--- config.mk ---
export PLATFORM = sky130hd
export DESIGN_NAME = bit_serializer
export DESIGN_NICKNAME = d
export VERILOG_FILES = /design/src/rtl/bit_serializer.sv
export SDC_FILE = /design/constraint.sdc
export NUM_CORES = 1
export LEC_CHECK = 0
export ABC_AREA = 1
export ABC_CLOCK_PERIOD_IN_PS = 1400
export CORE_MARGIN = 5
export CORE_UTILIZATION = 45
export DETAILED_ROUTE_END_ITERATION = 16
export PLACE_DENSITY = 0.71
export SLEW_MARGIN = 10
export SYNTH_ARGS = -nofsm -noshare
export SYNTH_HDL_FRONTEND = slang
export SYNTH_SLANG_ARGS = --single-unit
--- constraint.sdc ---
create_clock -name clk -period 1.4 [get_ports clk]
set_clock_uncertainty 0.05 [all_clocks]
set_input_delay 0.28 -clock clk [delete_from_list [all_inputs] [get_ports clk]]
set_output_delay 0.28 -clock clk [all_outputs]
set_load 0.02 [all_outputs]
--- src/rtl/bit_serializer.sv ---
// Parallel-to-serial converter with a one-word holding buffer.
// Emits one bit per enabled cycle, with zero-bubble word chaining.
module bit_serializer #(
  parameter int WIDTH     = 8,
  parameter bit MSB_FIRST = 1'b1,
  parameter bit IDLE_BIT  = 1'b0
) (
  input  logic             clk,
  input  logic             rst_n,
  input  logic [WIDTH-1:0] data_in,
  input  logic             data_valid,
  output logic             data_ready,
  input  logic             bit_en,
  output logic             bit_out,
  output logic             bit_valid,
  output logic             last_bit,
  output logic             busy
);

  localparam int CW = $clog2(WIDTH);
  localparam logic [CW-1:0] CNT_LAST = CW'(WIDTH - 1);

  typedef enum logic {IDLE, SHIFT} state_t;

  state_t           state_q, state_d;
  logic [WIDTH-1:0] hold_data_q, hold_data_d;
  logic             hold_full_q, hold_full_d;
  logic [WIDTH-1:0] sh_data_q, sh_data_d;
  logic [CW-1:0]    cnt_q, cnt_d;
  logic             accept;
  logic             drain;
  logic [WIDTH-1:0] sh_next;

  always_ff @(posedge clk or negedge rst_n) begin
    if (!rst_n) begin
      state_q     <= IDLE;
      hold_data_q <= '0;
      hold_full_q <= 1'b0;
      sh_data_q   <= '0;
      cnt_q       <= '0;
    end else begin
      state_q     <= state_d;
      hold_data_q <= hold_data_d;
      hold_full_q <= hold_full_d;
      sh_data_q   <= sh_data_d;
      cnt_q       <= cnt_d;
    end
  end

  // Shift toward whichever end drives bit_out.
  always_comb begin
    sh_next = '0;
    if (MSB_FIRST) sh_next = {sh_data_q[WIDTH-2:0], 1'b0};
    else           sh_next = {1'b0, sh_data_q[WIDTH-1:1]};
  end

  always_comb begin
    state_d   = state_q;
    sh_data_d = sh_data_q;
    cnt_d     = cnt_q;
    drain     = 1'b0;
    unique case (state_q)
      IDLE: begin
        if (hold_full_q) begin
          sh_data_d = hold_data_q;
          cnt_d     = '0;
          drain     = 1'b1;
          state_d   = SHIFT;
        end
      end
      SHIFT: begin
        if (bit_en) begin
          if (cnt_q == CNT_LAST) begin
            cnt_d = '0;
            if (hold_full_q) begin
              sh_data_d = hold_data_q;
              drain     = 1'b1;
            end else begin
              state_d = IDLE;
            end
          end else begin
            sh_data_d = sh_next;
            cnt_d     = cnt_q + 1'b1;
          end
        end
      end
      default: state_d = IDLE;
    endcase
  end

  // A write needs an empty buffer and a drain a full one, so they never coincide.
  assign accept = data_valid && !hold_full_q;

  always_comb begin
    hold_data_d = hold_data_q;
    hold_full_d = hold_full_q;
    if (accept) begin
      hold_data_d = data_in;
      hold_full_d = 1'b1;
    end else if (drain) begin
      hold_full_d = 1'b0;
    end
  end

  assign data_ready = !hold_full_q;
  assign bit_valid  = (state_q == SHIFT) && bit_en;
  assign last_bit   = bit_valid && (cnt_q == CNT_LAST);
  assign busy       = (state_q == SHIFT) || hold_full_q;
  assign bit_out    = (state_q == SHIFT)
                    ? (MSB_FIRST ? sh_data_q[WIDTH-1] : sh_data_q[0])
                    : IDLE_BIT;

endmodule

**Run 1: PDN straps and rails**

Pins as bars on the die edge. Tap cells in gray.
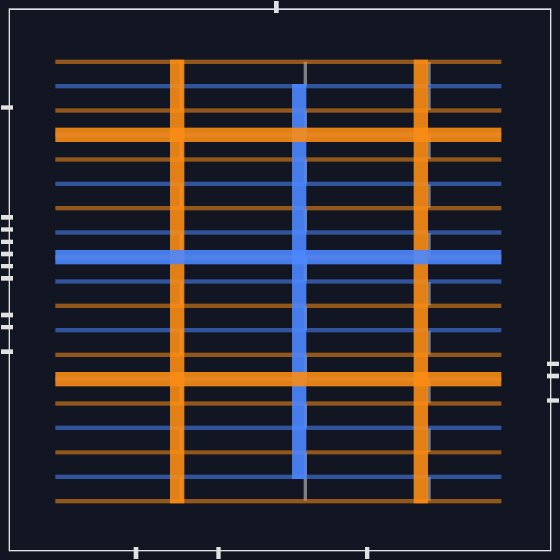
Key: VSS = orange; VDD = blue
3 straps on met4. 17 signal pins sit on the boundary. 30 tap cells. 3 straps on met5. The core has 18 rows.
Core Box Area: 2430 um^2
Die X: 60.2 um
Die Height: 60.2 um
maximum vdd ir drop: 1.08 mV

**Run 1: cells colored by class**

Scale bar: 20 um. Fill, decap, tap and diode cells in gray.
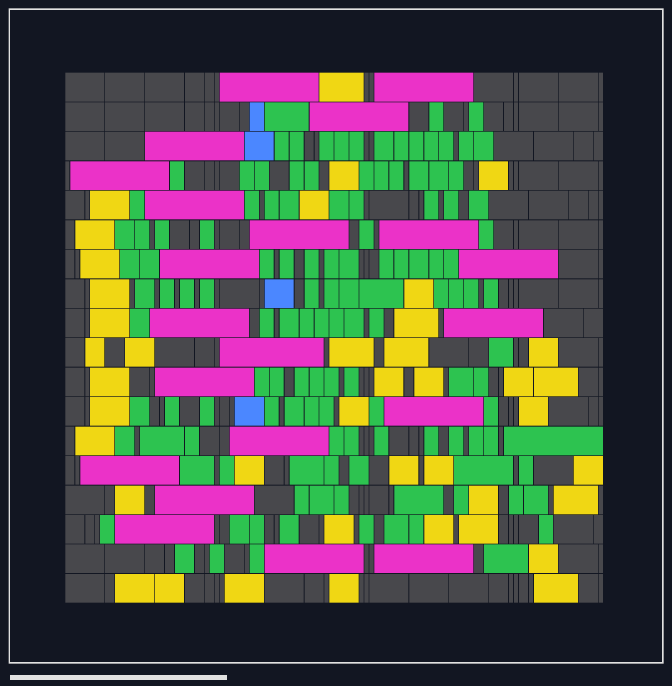
Key: flip-flops = magenta [cells 21, share of their area 35%]; all other logic = green [cells 128, share of their area 40%]; clock drivers and dummy loads = blue [cells 4, share of their area 1.7%]; other buffers and delay cells = yellow [cells 41, share of their area 24%]
FP Rows: 18
final instance area: 1550 um^2
Util after Layout: 63.9%

**Run 1: M2 wires**

Scale bar: 20 um.
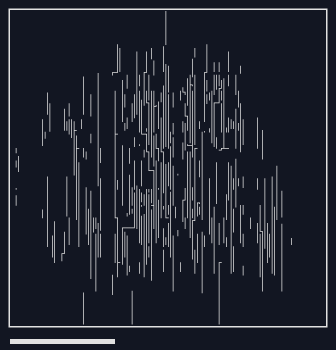
The layer holds 51% of the routed length. The longest straight run is 24.1 um. The layer carries 1350 um of wire.
routed wire length: 2650 um
Vias: 1076
GR Util met2: 29.5%

## run 1: timing repair
action / in CTS / in global routing
resized: 43 / 4
endpoints found under the setup margin: 14 / 15
pin swaps: 3 / 3
setup buffers: 8 / 3
cloned: 0 / 0
## run 1: flip-flops by register name, summed over array words and instances (netlist names)
signal	cells
cnt_q	3
hold_data_q	8
sh_data_q	8
state_q	1
hold_full_q	1
## run 1: worst max-delay path, cell delays in order (launching register included)
cell	delay, ns
dfrtp_1	0.40
ha_2	0.20
ha_4	0.15
inv_2	0.05
nor2_2	0.03
buf_6	0.12
## run 1: cells by family (layout without fill, tap and decap cells)
family                   Yosys count  count (layout)
adder cells (fa/ha/maj)            2               2
AND/OR/NAND/NOR                  100             100
flip-flops                        21              21
buffers and inverters             27              67
AND-OR/OR-AND                      4               4
==> flow_summary.json, run 1 <==
{
  "setup_viol": 13,
  "cp-end-kind": "output port",
  "synth_area_um2": 1130,
  "top_cells_by_area": "dfrtp_1, nand2_1, nand3_1",
  "cts-root-buf": "clkbuf_4",
  "switchingPower_mw": 0.974,
  "synthTopLogicFamily": "simple AND/OR/NAND/NOR gates",
  "pwr-share-comb_pct": 44.5,
  "largestClassByArea": "registers",
  "seq_power_share_pct": 43.2,
  "rsz0062_at_grt": "yes",
  "grt_max_degree": 22,
  "r2r-end": "sh_data_q[2]",
  "synthXorXnorAreaFrac_pct": 0,
  "slew_viol_final": 0,
  "compound_area_share_pct": 1.99,
  "worst_slack_ns": -0.197,
  "warning_count": 28,
  "status": "complete, but fails checks",
  "antenna_cells": 0,
  "ant_nets": 0,
  "routed-wl-met3_um": 119,
  "initialDrtViolationCount": 35,
  "crit_type": "flip-flop to output port",
  "max_freq_mhz": 626,
  "combGateArea_um2": 517,
  "worstPathArrival_ns": 1.27,
  "gr-max-usage-layer": "met2",
  "violations": "setup timing",
  "final_cell_count_no_fill": 224
}
--- run 2 (diff from run 1) ---
Settings changed: ABC_CLOCK_PERIOD_IN_PS 1400 to 1600, PLACE_DENSITY 0.71 to 0.68, RECOVER_POWER from default to 50.
Clock period 1.4 ns to 1.6 ns, I/O delays scaled along.
**Run 2: clock wires, drivers and flops**

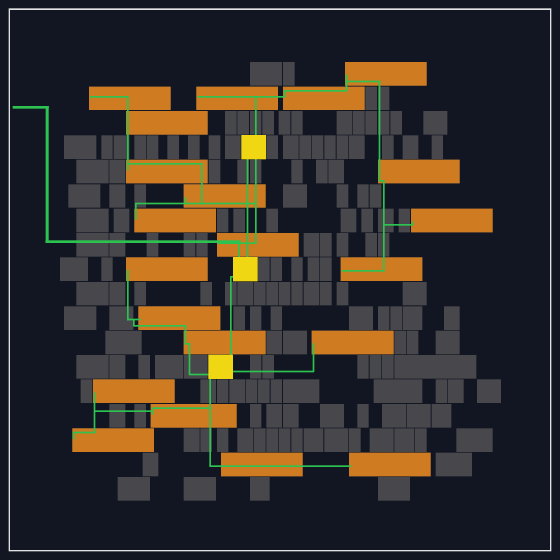
Key: cells driving clock nets = yellow [count 3]; clock wires = green [length 267 um]; flip-flops = orange [count 21]
There are 4 routed clock nets.
Clk. pwr: 0.260 mW
clock share of power: 13.0%
Clock Latency Late Sink: 0.31 ns

**Run 2: cells colored by class**

Scale bar: 20 um. Fill, decap, tap and diode cells in gray.
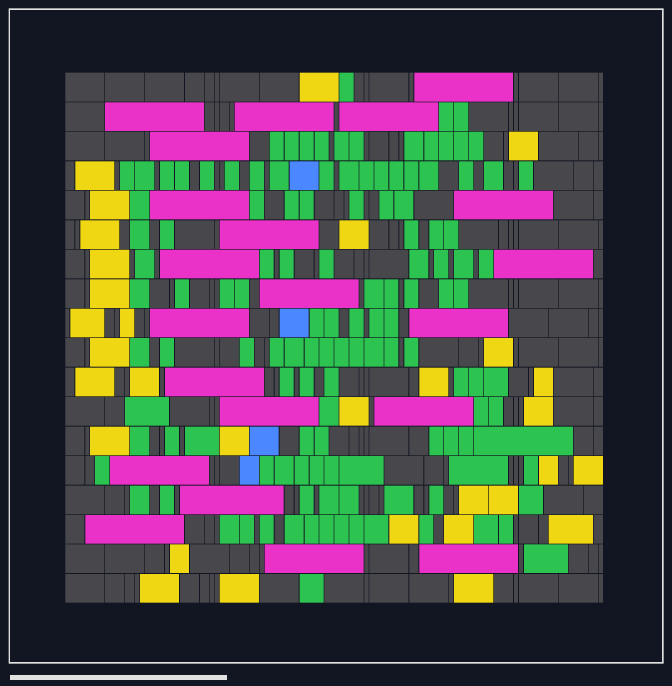
Seq/total area: 36.7%
final instance area: 1440 um^2
Util after Layout: 59.1%

==> run 2 against run 1 <==
The flow still finishes with violations (setup timing). Core utilization down 4.8 points. First-iteration DRC count down 26%. Wire length down 16%. Synthesized cell count unchanged. Register-to-register slack better by 0.15 ns. Sequential share of layout area up 2.8 points. Non-clock buffer count down 10. Power down 18%. Clock power down 12%. Sequential cell count unchanged. Critical path depth unchanged. Die size unchanged. Critical path type unchanged. Highest routed layer unchanged.
==> flow_summary.json, run 2 <==
{
  "ctsResizeCount": 11,
  "path_delay_family": "flip-flops",
  "status": "complete, but fails checks",
  "switchingPower_mw": 0.789,
  "path_cells": "ha_2 > ha_4 > inv_4 > nor2_4 > buf_6",
  "cp-end-kind": "output port",
  "grt_max_degree": 22,
  "top_cells_by_area": "dfrtp_1, nand2_1, nand3_1",
  "gr-max-usage-layer": "met2",
  "vias": 976,
  "max_freq_mhz": 614,
  "rsz0062_at_grt": "yes",
  "setup_viol": 1,
  "ir_drop_mv": 0.880,
  "antenna_cells": 0,
  "ant_nets": 0,
  "crit_buf_inv": 2,
  "synthTopLogicFamily": "simple AND/OR/NAND/NOR gates",
  "die_w_um": 60.2,
  "met2_usage_pct": 23.6,
  "pwr-share-comb_pct": 41.3,
  "top_regs": "hold_data_q x8, sh_data_q x8, cnt_q x3",
  "worst_slack_ns": -0.0283,
  "cp.depth": 5,
  "compound_area_share_pct": 1.99,
  "warning_count": 28,
  "r2r-end": "cnt_q[0]",
  "wl_um": 2240,
  "cp_slowest_cell": "dfrtp_1",
  "synthXorXnorAreaFrac_pct": 0,
  "violations": "setup timing",
  "crit_type": "flip-flop to output port",
  "rows": 18,
  "slew_viol_final": 0,
  "worstPathArrival_ns": 1.26,
  "seq_power_share_pct": 45.7
}
run 2: netlist changes by cell type in the layout (fill, tap and decap cells not counted), moves of 2 or more:
cell      previous run  this run
inv_1               14        16
inv_2                6         3
nand2_4              4         2
nand2_1             67        69
buf_4               22        13
clkbuf_2             0         2
buf_6                7         1
run 2: final cells by class:
| cell class | instances | area share (%) |
|---|---|---|
| inverters | 22 | 6.27 |
| clock buffers | 3 | 1.57 |
| clock inverters | 1 | 0.348 |
| repair buffers | 31 | 17.9 |
| multi-input cells | 106 | 34.7 |
| well taps | 30 | 2.61 |
| flip-flops and latches | 21 | 36.7 |
run 2: worst min-delay path, cell delays in order (launching register included):
cell	delay [ns]
dfrtp_1	0.37
nand2_1	0.05
nand2_1	0.04
--- run 3 (diff from run 2) ---
Settings changed: CTS_CLUSTER_SIZE from default to 24.
**Run 3: M2 wires**

Scale bar: 20 um.
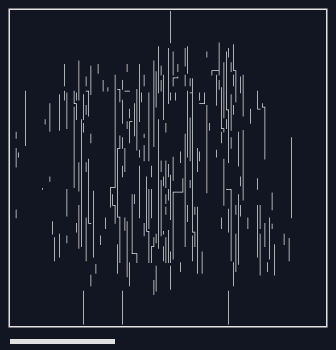
The wires run mostly vertical. The layer carries 1040 um of wire. The layer holds 47% of the routed length. The longest straight run is 29.2 um.
GR Util met2: 23.6%
routed wire length: 2240 um

**Run 3: PDN straps and rails**

Pins as bars on the die edge. Tap cells in gray.
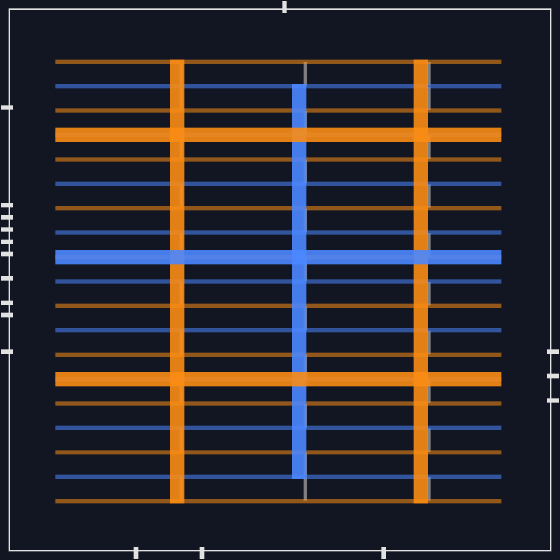
Key: VDD = blue; VSS = orange
19 met1 rails follow the rows. 3 straps on met5.
maximum vdd ir drop: 0.880 mV

==> run 3 against run 2 <==
The run still ends with setup timing left. Final area is the same. Critical endpoint unchanged. Global-route usage is the same. Sequential power is essentially flat. First-iteration DRC count is the same. Area after synthesis is the same. Critical path depth is the same. Sequential cell count is the same. Setup slack is the same. Wire length is the same. Via count is the same.
==> flow_summary.json, run 3 <==
{
  "path_delay_family": "flip-flops",
  "synth_area_um2": 1130,
  "r2r-end": "cnt_q[0]",
  "cts_setup_buffers": 1,
  "violations": "setup timing",
  "cts-root-buf": "clkbuf_4",
  "p_clk_mw": 0.260,
  "max_freq_mhz": 614,
  "routed-wl-met3_um": 86,
  "seq_power_share_pct": 45.7,
  "setup_viol": 1,
  "path_cells": "ha_2 > ha_4 > inv_4 > nor2_4 > buf_6",
  "synthTopLogicFamily": "simple AND/OR/NAND/NOR gates",
  "switchingPower_mw": 0.789,
  "postLayoutCoreUtil_pct": 59.1,
  "worstPathArrival_ns": 1.26,
  "ctsResizeCount": 11,
  "die_w_um": 60.2,
  "status": "complete, but fails checks",
  "grt_max_degree": 22,
  "gr-max-usage-layer": "met2",
  "die_h_um": 60.2,
  "worst_slack_ns": -0.0283,
  "top_cells_by_area": "dfrtp_1, nand2_1, nand3_1",
  "compound_area_share_pct": 1.99,
  "crit_buf_inv": 2,
  "warning_count": 28,
  "slew_viol_final": 0
}
run 3: cell counts in the layout (fill, tap and decap cells not counted):
No cell type changed its count.
run 3: cell type report:
cell class	count	area (um^2)
Tap cell	30	37.5
Fill cell	238	996
Clock buffer	3	22.5
Sequential cell	21	527
Timing Repair Buffer	31	256
Multi-Input combinational cell	106	498
Inverter	22	90.1
Clock inverter	1	5.00
run 3: through the flow:
| step | cells | area (um^2) | hold WS (ns) |
|---|---|---|---|
| 2_1_floorplan | 154 | 1130 | -0.0256 |
| 3_3_place_gp | 208 | 1380 | 0.407 |
| 3_5_place_dp | 208 | 1380 | 0.409 |
| 4_1_cts | 213 | 1410 | 0.290 |
| 5_1_grt | 214 | 1440 | 0.461 |
| 6_report | 214 | 1440 | 0.436 |
Power figures rest on the tool's default switching activity, not on a simulated workload.
